<file path="src/rtl/console_uart_tx.sv">
// console_uart_tx: buffers console bytes in a small FIFO and sends each one as an 8N1 UART frame on tx.
module console_uart_tx #(
  parameter int XLEN = 32,
  parameter int CLKS_PER_BIT = 868,
  parameter int FIFO_DEPTH = 16
) (
  input  logic                          clk,
  input  logic                          reset,
  input  logic                          console_we,
  input  logic [XLEN-1:0]               console_wdata,
  output logic                          tx,
  output logic                          busy,
  output logic                          overflow,
  output logic [$clog2(FIFO_DEPTH):0]   fifo_count
);
  localparam int AW = $clog2(FIFO_DEPTH);
  localparam int CW = AW + 1;
  localparam logic [CW-1:0] FULL = CW'(FIFO_DEPTH);
  localparam logic [15:0] LAST = 16'(CLKS_PER_BIT - 1);
  typedef enum logic [1:0] {IDLE, START, DATA, STOP} state_t;
  state_t state;
  logic [7:0] mem [FIFO_DEPTH];
  logic [AW-1:0] wptr, rptr;
  logic [7:0] shift;
  logic [2:0] bit_idx;
  logic [15:0] baud;
  logic push, pop, full, bit_end, unused_bits;
  assign full = fifo_count == FULL;
  assign push = console_we && !full;
  assign pop = state == IDLE && fifo_count != '0;
  assign bit_end = baud == LAST;
  assign busy = state != IDLE || fifo_count != '0;
  assign unused_bits = ^console_wdata[XLEN-1:8];
  always_ff @(posedge clk)
    if (push) mem[wptr] <= console_wdata[7:0];
  always_ff @(posedge clk) begin
    if (reset) begin
      wptr <= '0;
      rptr <= '0;
      fifo_count <= '0;
      overflow <= 1'b0;
    end else begin
      if (push) wptr <= wptr + AW'(1);
      if (pop) rptr <= rptr + AW'(1);
      fifo_count <= fifo_count + CW'(push) - CW'(pop);
      overflow <= overflow | (console_we & full);
    end
  end
  // tx is loaded with the level of the upcoming bit, so it changes on the edge that enters that bit
  always_ff @(posedge clk) begin
    if (reset) begin
      state <= IDLE;
      tx <= 1'b1;
      baud <= '0;
      bit_idx <= '0;
      shift <= '0;
    end else begin
      baud <= (state == IDLE || bit_end) ? '0 : baud + 16'd1;
      case (state)
        IDLE: begin
          tx <= !pop;
          if (pop) begin
            shift <= mem[rptr];
            state <= START;
          end
        end
        START: if (bit_end) begin
          state <= DATA;
          bit_idx <= '0;
          tx <= shift[0];
        end
        DATA: if (bit_end) begin
          shift <= shift >> 1;
          bit_idx <= bit_idx + 3'd1;
          tx <= (bit_idx == 3'd7) ? 1'b1 : shift[1];
          if (bit_idx == 3'd7) state <= STOP;
        end
        STOP: if (bit_end) state <= IDLE;
        default: state <= IDLE;
      endcase
    end
  end
endmodule

</file>
<file path="config.mk">
export PLATFORM = sky130hd
export DESIGN_NAME = console_uart_tx
export DESIGN_NICKNAME = d
export VERILOG_FILES = /design/src/rtl/console_uart_tx.sv
export SDC_FILE = /design/constraint.sdc
export NUM_CORES = 1
export LEC_CHECK = 0
export ABC_AREA = 1
export CELL_PAD_IN_SITES_DETAIL_PLACEMENT = 1
export CELL_PAD_IN_SITES_GLOBAL_PLACEMENT = 2
export CORE_ASPECT_RATIO = 1.4
export CORE_MARGIN = 2
export CORE_UTILIZATION = 25
export DETAILED_ROUTE_END_ITERATION = 10
export PLACE_DENSITY = 0.55
export SLEW_MARGIN = 20
export SYNTH_ARGS = -nofsm -noshare
export SYNTH_HDL_FRONTEND = slang
export SYNTH_SLANG_ARGS = --single-unit
</file>
<file path="constraint.sdc">
create_clock -name clk -period 2.8 [get_ports clk]
set_clock_uncertainty 0.1 [all_clocks]
set_input_delay 0.56 -clock clk [delete_from_list [all_inputs] [get_ports clk]]
set_output_delay 0.56 -clock clk [all_outputs]
set_load 0.03 [all_outputs]
</file>
run_1/congestion.png
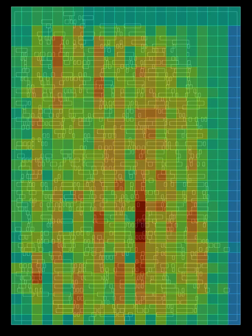
met2 GRT Util: 24.1%
global-route track usage on met1: 16.2%
DR WL/cell: 16.6 um

run_1/detail.png
Region (64, 51) to (89, 76) um. Cells in grey, sequential cells in the stronger grey; small squares are vias.
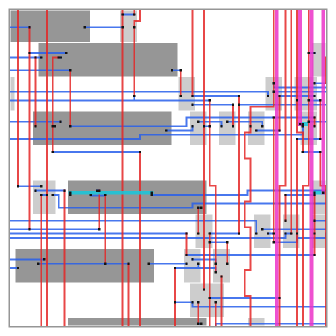
- magenta: metal 4
- blue: metal 1
- cyan: metal 3
- red: metal 2
- most frequent: nand2_1 (7), nor2_1 (5), edfxtp_1 (5)
- netlist names of flops here include: `mem` (5)
- cells with their middle in the window: 22
- sequential cells in the window: 5

run_1/flops_by_reg.png
(1 px per um)
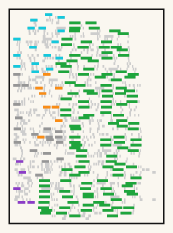
- green: `mem` (sequential cells 128)
- cyan: `baud` (sequential cells 16; where top left)
- purple: `fifo_count` (sequential cells 5; where bottom left)
- orange: `shift` (sequential cells 8; where left middle)
- not coloured: 19

==> impl_metrics.json, run 1 <==
{
  "crit_path_end_kind": "register",
  "fillCellCount": 3545,
  "yosysSeqAreaShare_pct": 61.8,
  "crit_arrival_ps": 2720,
  "ys_cells": 822,
  "cts_setup_buffers": 0,
  "synth_nets": 875,
  "syn2layout_area_growth_pct": 17.3,
  "place.gp.congestion": 0.735,
  "grt_setup_unrepaired": "no",
  "layout_setup_ws_ps": 310,
  "crit_family": "adder cells",
  "synth_cell_types": 37,
  "cellPowerDensity_nw_per_um2": 849,
  "fmax_mhz": 402,
  "ir_drop_mv": 0.467,
  "diodes": 0,
  "root_buffer": "clkbuf_16",
  "preCtsSetupSlack_ps": 133,
  "status": "complete, no violations",
  "endpoint": "fifo_count[4]",
  "grtUsageTotal_pct": 13.7,
  "r2r-end": "fifo_count[4]",
  "worst_path_most_repeated_cell": "nand2_1",
  "drv_slew": 0,
  "worstMarginPinSlew_ps": 712,
  "dr.pass1.iters": 4,
  "hp-start": "overflow",
  "whs_endpoint": "overflow",
  "p_leak_uw": 0.00363,
  "num_rows": 76,
  "crit_cells": 15,
  "post-dp-hpwl_um": 14100,
  "crit_slowest_cell": "fa_1",
  "final_layout_size_suffix_gt1_share_pct": 10.1,
  "power.total_uw": 7740,
  "htreeDepth": 4,
  "netlist_instances": 822,
  "path_class": "register to register",
  "crit_path_start_kind": "register",
  "cp_max_fo": 5
}
-- run 1: cell families (layout without fill, tap and decap cells) --
group | Yosys count | after routing | synth area share [%]
compound gates | 60 | 60 | 4.21
xor+xnor | 5 | 5 | 0.563
simple gates | 429 | 429 | 23.6
flops | 176 | 176 | 61.8
buf+inv | 134 | 190 | 6.89
fa+ha+maj | 18 | 18 | 2.99
-- run 1: synthesized netlist by cell type --
cell type    n  share of area (%)
nor3_2       1               0.13
nor2_1      72                3.5
edfxtp_1   128                 49
nor3_1       1              0.064
o21ai_1      1              0.064
xor2_1       4               0.45
a21oi_1     28                1.8
nand3_1     93                6.0
or2_2        1              0.080
nand2_2      2               0.16
nor3b_1      1              0.097
inv_1       96                4.6
dfxtp_1     48                 12
buf_1        1              0.048
a31oi_1      2               0.16
a21oi_2      2               0.23
fa_1         1               0.26
clkbuf_1    13               0.63
nand2_4      3               0.43
ha_1        17                2.7
clkinv_1     2              0.097
nand2_1    238                 11
nor2_4       2               0.29
buf_2       13               0.84
xnor2_1      1               0.11
o211ai_1     4               0.39
o21ai_0     20                1.3
nand3_2      3               0.39
o21a_1       2               0.19
a21boi_0     1              0.097
inv_2        5               0.24
nor2_2       7               0.56
nand4_1      4               0.32
clkinv_2     1              0.064
buf_4        2               0.19
buf_6        1               0.14
nand3b_1     1              0.097
-- run 1: cells in the final DEF (no fill, tap or decap), types with 2 or more instances in the layout --
cell type,n
ha_1,17
inv_2,5
clkbuf_16,18
buf_4,36
nor2_2,7
nand2_4,3
edfxtp_1,128
clkbuf_1,7
nand2_2,2
a21oi_2,2
nor2_1,72
a31oi_1,2
nand3_1,93
nand3_2,3
nor2_4,2
clkinv_1,2
xor2_1,4
clkinvlp_4,2
nand2_1,238
o21ai_0,20
o21a_1,2
a21oi_1,28
dfxtp_1,47
inv_1,96
o211ai_1,4
clkdlybuf4s50_1,17
nand4_1,4
clkinv_2,3
-- run 1: state kept, by name (all words and copies together), names as in the netlist, 2 cells and up, named ones only --
register    cells
rptr            4
baud           16
wptr            4
bit_idx         3
mem           128
shift           8
state           2
fifo_count      5
-- run 1: layer usage --
layer  GRT usage (%)  vias up  share of wire [%]
met2            24.1       56                 51
met5               0        -                  0
met4            5.97        0                2.7
met3            2.80       29                2.1
met1            16.2     2651                 44
li1                -     2754                  -
-- run 1: per-stage QoR --
stage               util [%]  hold slack (ps)  area (um^2)
floorplan                  -              340         7780
global placement        28.0              347         8590
detailed placement      28.0              355         8590
CTS                     29.7              372         9120
global route            29.7              395         9120
finish                  29.7              367         9120
-- run 1: power breakdown --
part	total [uW]	switching, uW	internal, uW
clock	2180	980	1200
sequential	3090	114	2980
combinational	2470	1670	793
-- run 1: area by class of cell --
class / instances / area (um^2) / area share, %
clock buffer: 26 / 490 / 5.38
clock inverter: 5 / 33.8 / 0.370
inverter: 104 / 392 / 4.29
multi-input combinational: 512 / 2440 / 26.7
sequential: 176 / 4810 / 52.7
tap: 390 / 488 / 5.35
timing repair buffer: 55 / 473 / 5.19
==> run 2: changes to the inputs <==
PLACE_DENSITY = not set   (was 0.55)
PLACE_DENSITY_LB_ADDON = 0.1   (was not set)
run_2/flops_by_reg.png
(1 px per um)
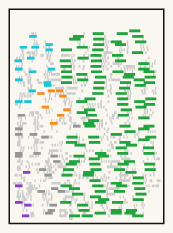
- green: `mem` (sequential cells 128)
- cyan: `baud` (sequential cells 16; where top left)
- purple: `fifo_count` (sequential cells 5; where bottom left)
- orange: `shift` (sequential cells 8)

run_2/io_placement.png
(2 px per um) Pins as bars across the die edge, other pins in grey.
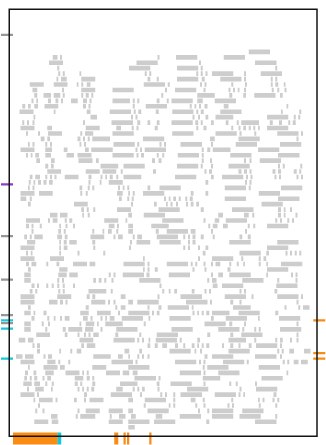
- cyan: `fifo_count` (pins 5; direction output; edge 3 left, 2 bottom)
- purple: `busy` (pins 1; direction output; edge left)
- orange: `console_wdata` (pins 32; direction input; edge 29 bottom, 3 right)
die width: 153 um
Vert. Die Dim: 213 um
IO buf count: 18

run_2/detail.png
Region (64, 51) to (89, 76) um. Cells in grey, sequential cells in the stronger grey; small squares are vias.
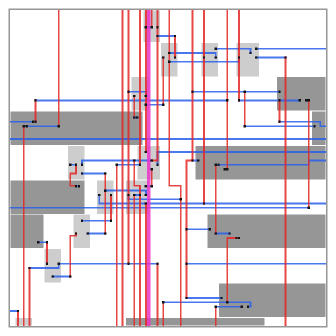
- magenta: metal 4
- blue: metal 1
- red: metal 2
- sequential cells in the window: 5
- most frequent: nand2_1 (8), edfxtp_1 (5), nand3_1 (3)
- netlist names of flops here include: `mem` (5)
- cells with their middle in the window: 16

==> run 2 against run 1 <==
Count of clock-buffer cells in the layout down 9. Die size unchanged. Global-route usage up 0.41 points. Core utilization up 0.24 points. Non-clock buffer count down 7. Flip-flop count unchanged. Sequential power about the same. Critical path type is now register to output pin. Critical endpoint is now busy. Largest cell class unchanged.
==> impl_metrics.json, run 2 <==
{
  "layout_setup_ws_ps": 313,
  "timing.rr.start": "fifo_count[2]",
  "cts_tree": "built",
  "cellPowerDensity_nw_per_um2": 889,
  "synthTopCellsByCount": "238 x nand2_1, 128 x edfxtp_1, 96 x inv_1",
  "path_cells": "inv_1 -> ha_1 -> nand2_1 -> nor2_2 -> nand3_1 -> dlygate4sd2_1",
  "crit_path_end_kind": "output pin",
  "p_clk_share_pct": 32.0,
  "crit_path_start_kind": "register",
  "status": "complete, no violations",
  "lay_top_count": "nand2_1",
  "syn2layout_area_growth_pct": 18.2,
  "dr.pass1.iters": 4,
  "synth.top_cell.area_share_pct": 49.4,
  "p_comb_share_pct": 30.3,
  "power.internal_uw": 5330,
  "grt_setup_unrepaired": "no",
  "switchingPower_uw": 2840,
  "crit_family": "buffers and inverters",
  "post-dp-hpwl_um": 14000,
  "diodes": 0,
  "final_layout_size_suffix_gt1_share_pct": 10.2,
  "finalHoldViolCount": 0,
  "swShare_pct": 34.7,
  "fillCellCount": 3510,
  "whs_endpoint": "overflow",
  "seq_power_share_pct": 37.7,
  "reg_top3": "mem (128), baud (16), shift (8)",
  "root_buffer": "clkbuf_16",
  "met2WireLength_um": 11500,
  "syn-cell-area_um2": 7780,
  "ant_nets": 0,
  "ys_ff": 176,
  "hp-start": "overflow",
  "cp_max_fo": 4,
  "netlist_instances": 822,
  "setup_viol": 0,
  "fin_crit_sh_pct": 88.8,
  "top_layer": "met4",
  "p_leak_uw": 0.00364,
  "regMostFlops": "mem",
  "crit_slowest_cell": "dlygate4sd2_1",
  "place.gp.congestion": 0.744,
  "synth_cell_types": 37,
  "num_rows": 76,
  "largest_reg_flops": 128,
  "grtUsageTotal_pct": 14.1,
  "place_area_um2": 8550,
  "ff_type": "edfxtp_1",
  "edf_count": 128,
  "whs_ps": 354,
  "synth-async-reset-ratio_pct": 0,
  "synth.avg_cell_area_um2": 9.46,
  "path_class": "register to output pin",
  "fmax_mhz": 402,
  "wl_per_cell_um": 17.2,
  "layout_top_cells": "238 x nand2_1, 128 x edfxtp_1, 96 x inv_1, 93 x nand3_1, 72 x nor2_1",
  "preCtsSetupSlack_ps": 116,
  "r2r-end": "fifo_count[4]",
  "yosysSeqAreaShare_pct": 61.8,
  "drv_slew": 0,
  "wirelength_met1_um": 9390,
  "synth_nets": 875,
  "final_cell_area_um2": 9190,
  "yosys.area.top_type": "edfxtp_1",
  "top_cell": "nand2_1",
  "htreeDepth": 4,
  "wl_met3_um": 393,
  "cts_setup_buffers": 0,
  "area_leaders": "edfxtp_1 49%, dfxtp_1 12%, nand2_1 11%",
  "ir_drop_mv": 0.443,
  "r2r_cells": 15,
  "worstMarginPinSlew_ps": 772,
  "dieArea_um2": 32600,
  "grt_pass1_vias": 5901,
  "nets": 912,
  "ys_cells": 822,
  "power.total_uw": 8170,
  "avgViaCountPerCell": 4.36,
  "hold_class": "register to register",
  "crit_arrival_ps": 1830
}
[run 2: worst max-delay path by stage]
stage,from,end,slack (ps),cells past startpoint
after detailed placement,console_we,fifo_count[4],120,10
after CTS,fifo_count[2],busy,220,6
after global routing,fifo_count[2],fifo_count[4],6,15
after global placement,console_we,fifo_count[4],50,10
after floorplan,fifo_count[2],fifo_count[4],300,14
final,fifo_count[2],busy,310,6
[run 2: final cells by class]
class	count	area, um^2	share of cell area (%)
Sequential cell	176	4810	52.3
Multi-Input combinational cell	512	2440	26.5
Tap cell	390	488	5.31
Timing Repair Buffer	48	429	4.67
Clock buffer	17	425	4.63
Inverter	104	392	4.26
Clock inverter	14	215	2.34
[run 2: per-stage QoR]
step / utilization [%] / cells
after floorplan: - / 822
final: 29.9 / 1261
after global routing: 29.9 / 1261
after global placement: 27.8 / 1230
after detailed placement: 27.8 / 1230
after CTS: 29.9 / 1261
[run 2: timing repair]
action / in CTS / in global routing
hold buffers: 0 / 0
resized: 1 / 1
setup endpoints to repair: 1 / 1
[run 2: layer usage]
layer	vias to the layer above	global-route usage, %
li1	2740	-
met2	45	25.9
met4	0	5.17
met5	-	0
met1	2694	16.4
met3	24	2.37
[run 2: power groups by stage]
stage               combinational, uW  clock, uW  sequential, uW
global route                     2820       2810            3110
floorplan                        1600          0            3180
finish                           2480       2610            3090
CTS                              2560       2710            3090
global placement                 2510          0            3130
detailed placement               2550          0            3150
[run 2: cell families (layout without fill, tap and decap cells)]
| family | count (synthesis) | after routing | share of synthesized area, % |
|---|---|---|---|
| AND-OR/OR-AND | 60 | 60 | 4.21 |
| XOR/XNOR | 5 | 5 | 0.563 |
| adder cells (fa/ha/maj) | 18 | 18 | 2.99 |
| buffers and inverters | 134 | 183 | 6.89 |
| flip-flops | 176 | 176 | 61.8 |
| AND/OR/NAND/NOR | 429 | 429 | 23.6 |
[run 2: worst min-delay path, delay by kind of cell, from the launching register on]
family / cells / cell delay, ps
buffers and inverters: 1 / 50
flip-flops: 1 / 310
AND-OR/OR-AND: 1 / 50
==> run 3: changes to the inputs <==
clock period = 3.1 ns   (was 2.8 ns; I/O delays follow)
run_3/flops_by_reg.png
(1 px per um)
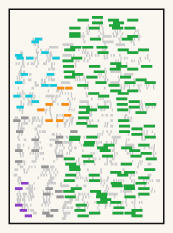
- cyan: `baud` (sequential cells 16)
- green: `mem` (sequential cells 128)
- orange: `shift` (sequential cells 8)
- purple: `fifo_count` (sequential cells 5; where bottom left)
Seq. pwr: 2790 uW
final core occ: 29.6%
sequential share of cell area: 52.8%

run_3/congestion.png
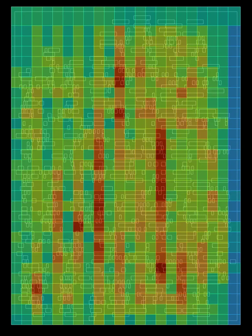
DR WL/cell: 17.4 um
GR peak layer: met2
all-layer global routing usage: 14.2%
met2 GRT Util: 26.3%
grt met3 use: 2.05%

run_3/detail.png
Region (64, 51) to (89, 76) um. Cells in grey, sequential cells in the stronger grey; small squares are vias.
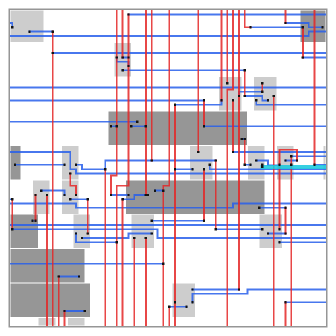
- red: metal 2
- cyan: metal 3
- blue: metal 1
- cells with their middle in the window: 18
- sequential cells in the window: 4
- netlist names of flops here include: `mem` (4)
- most frequent: nand2_1 (5), nand3_1 (5), edfxtp_1 (4)

==> run 3 against run 2 <==
Hold slack hardly changed. Sequential share of layout area is 0.56 points higher. Cell area is 1.1% lower. Synthesized area stayed put. Die size stayed put. Routed wire length is 0.91% higher. Core utilization is 0.32 points lower. Largest power group unchanged. Power is 12% lower. Critical path type unchanged. Clock power is 17% lower.
==> impl_metrics.json, run 3 <==
{
  "status": "complete, no violations",
  "port_buffers": 18,
  "die_w_um": 153,
  "num_rows": 76,
  "final_layout_size_suffix_gt1_share_pct": 9.11,
  "ff_type": "edfxtp_1",
  "dp.cells": 1225,
  "grt_setup_unrepaired": "no",
  "cts_tree": "built",
  "lay_top_count": "nand2_1",
  "crit_path_end_kind": "output pin",
  "place.gp.congestion": 0.745,
  "synth-async-reset-ratio_pct": 0,
  "diodes": 0,
  "ys_cells": 822,
  "synth.logic.top_family": "simple AND/OR/NAND/NOR gates",
  "instances_no_fill": 1257,
  "swShare_pct": 35.4,
  "top_cell": "nand2_1",
  "cts_setup_buffers": 0,
  "layout_top_cells": "238 x nand2_1, 128 x edfxtp_1, 96 x inv_1, 93 x nand3_1, 72 x nor2_1",
  "netlist_instances": 822,
  "setup_viol": 0,
  "power.internal_uw": 4630,
  "synth.top_cell.area_share_pct": 49.4,
  "yosysSeqAreaShare_pct": 61.8,
  "dr.pass1.iters": 4,
  "die_h_um": 213,
  "cellPowerDensity_nw_per_um2": 788,
  "avgViaCountPerCell": 4.35,
  "compound_area_share_pct": 4.21,
  "ant_nets": 0,
  "crit_path_start_kind": "register",
  "post-dp-hpwl_um": 14300,
  "reg_top3": "mem (128), baud (16), shift (8)",
  "synth_cell_types": 37,
  "cts-resized-gates": 0,
  "cp_max_fo": 4,
  "path_class": "register to output pin",
  "ys_ff": 176,
  "synth.avg_cell_area_um2": 9.46,
  "place_area_um2": 8520,
  "met1_usage_pct": 16.4
}
[run 3: power groups by stage]
stage               combinational (uW)  clock, uW  sequential (uW)
floorplan                         1450          0             2870
global placement                  2230          0             2830
detailed placement                2270          0             2840
CTS                               2280       2260             2790
global route                      2530       2330             2810
finish                            2210       2170             2790
[run 3: logic make-up after synthesis]
kind of cell	Yosys count
flops	176
simple gates	429
fa+ha+maj	18
buf+inv	134
compound gates	60
xor+xnor	5
[run 3: final cells by class]
cell class | instances | area, um^2
Sequential cell | 176 | 4810
Clock buffer | 20 | 437
Clock inverter | 12 | 143
Tap cell | 390 | 488
Multi-Input combinational cell | 512 | 2440
Inverter | 104 | 392
Timing Repair Buffer | 43 | 393
Fill cell | 3526 | 21600
[run 3: worst max-delay path: cells and delay by family, from the launching register on]
family,cells,cell delay (ps)
buffers and inverters,2,810
DFF,1,370
and+or+nand+nor,3,290
adders and majority gates,1,180
[run 3: final timing paths]
| kind | from | endpoint | slack, ps | cells after the start |
|---|---|---|---|---|
| min | overflow | overflow | 350 | 2 |
| max reg2reg | fifo_count[3] | fifo_count[4] | 360 | 15 |
| min reg2reg | overflow | overflow | 350 | 2 |
| max | fifo_count[3] | busy | 290 | 6 |
[run 3: layer usage]
layer / part of all wire [%] / vias up
li1: - / 2734
met1: 44 / 2670
met2: 53 / 43
met3: 1.4 / 23
met4: 2.1 / 0
met5: 0 / -
[run 3: stage by stage]
stage | total power, uW | worst slack (ps) | hold WS [ps]
floorplan | 4320 | 603 | 340
global placement | 5060 | 220 | 344
detailed placement | 5110 | 250 | 350
CTS | 7330 | 203 | 363
global route | 7670 | 60.8 | 396
finish | 7160 | 288 | 354
Power figures rest on the tool's default switching activity, not on a simulated workload.
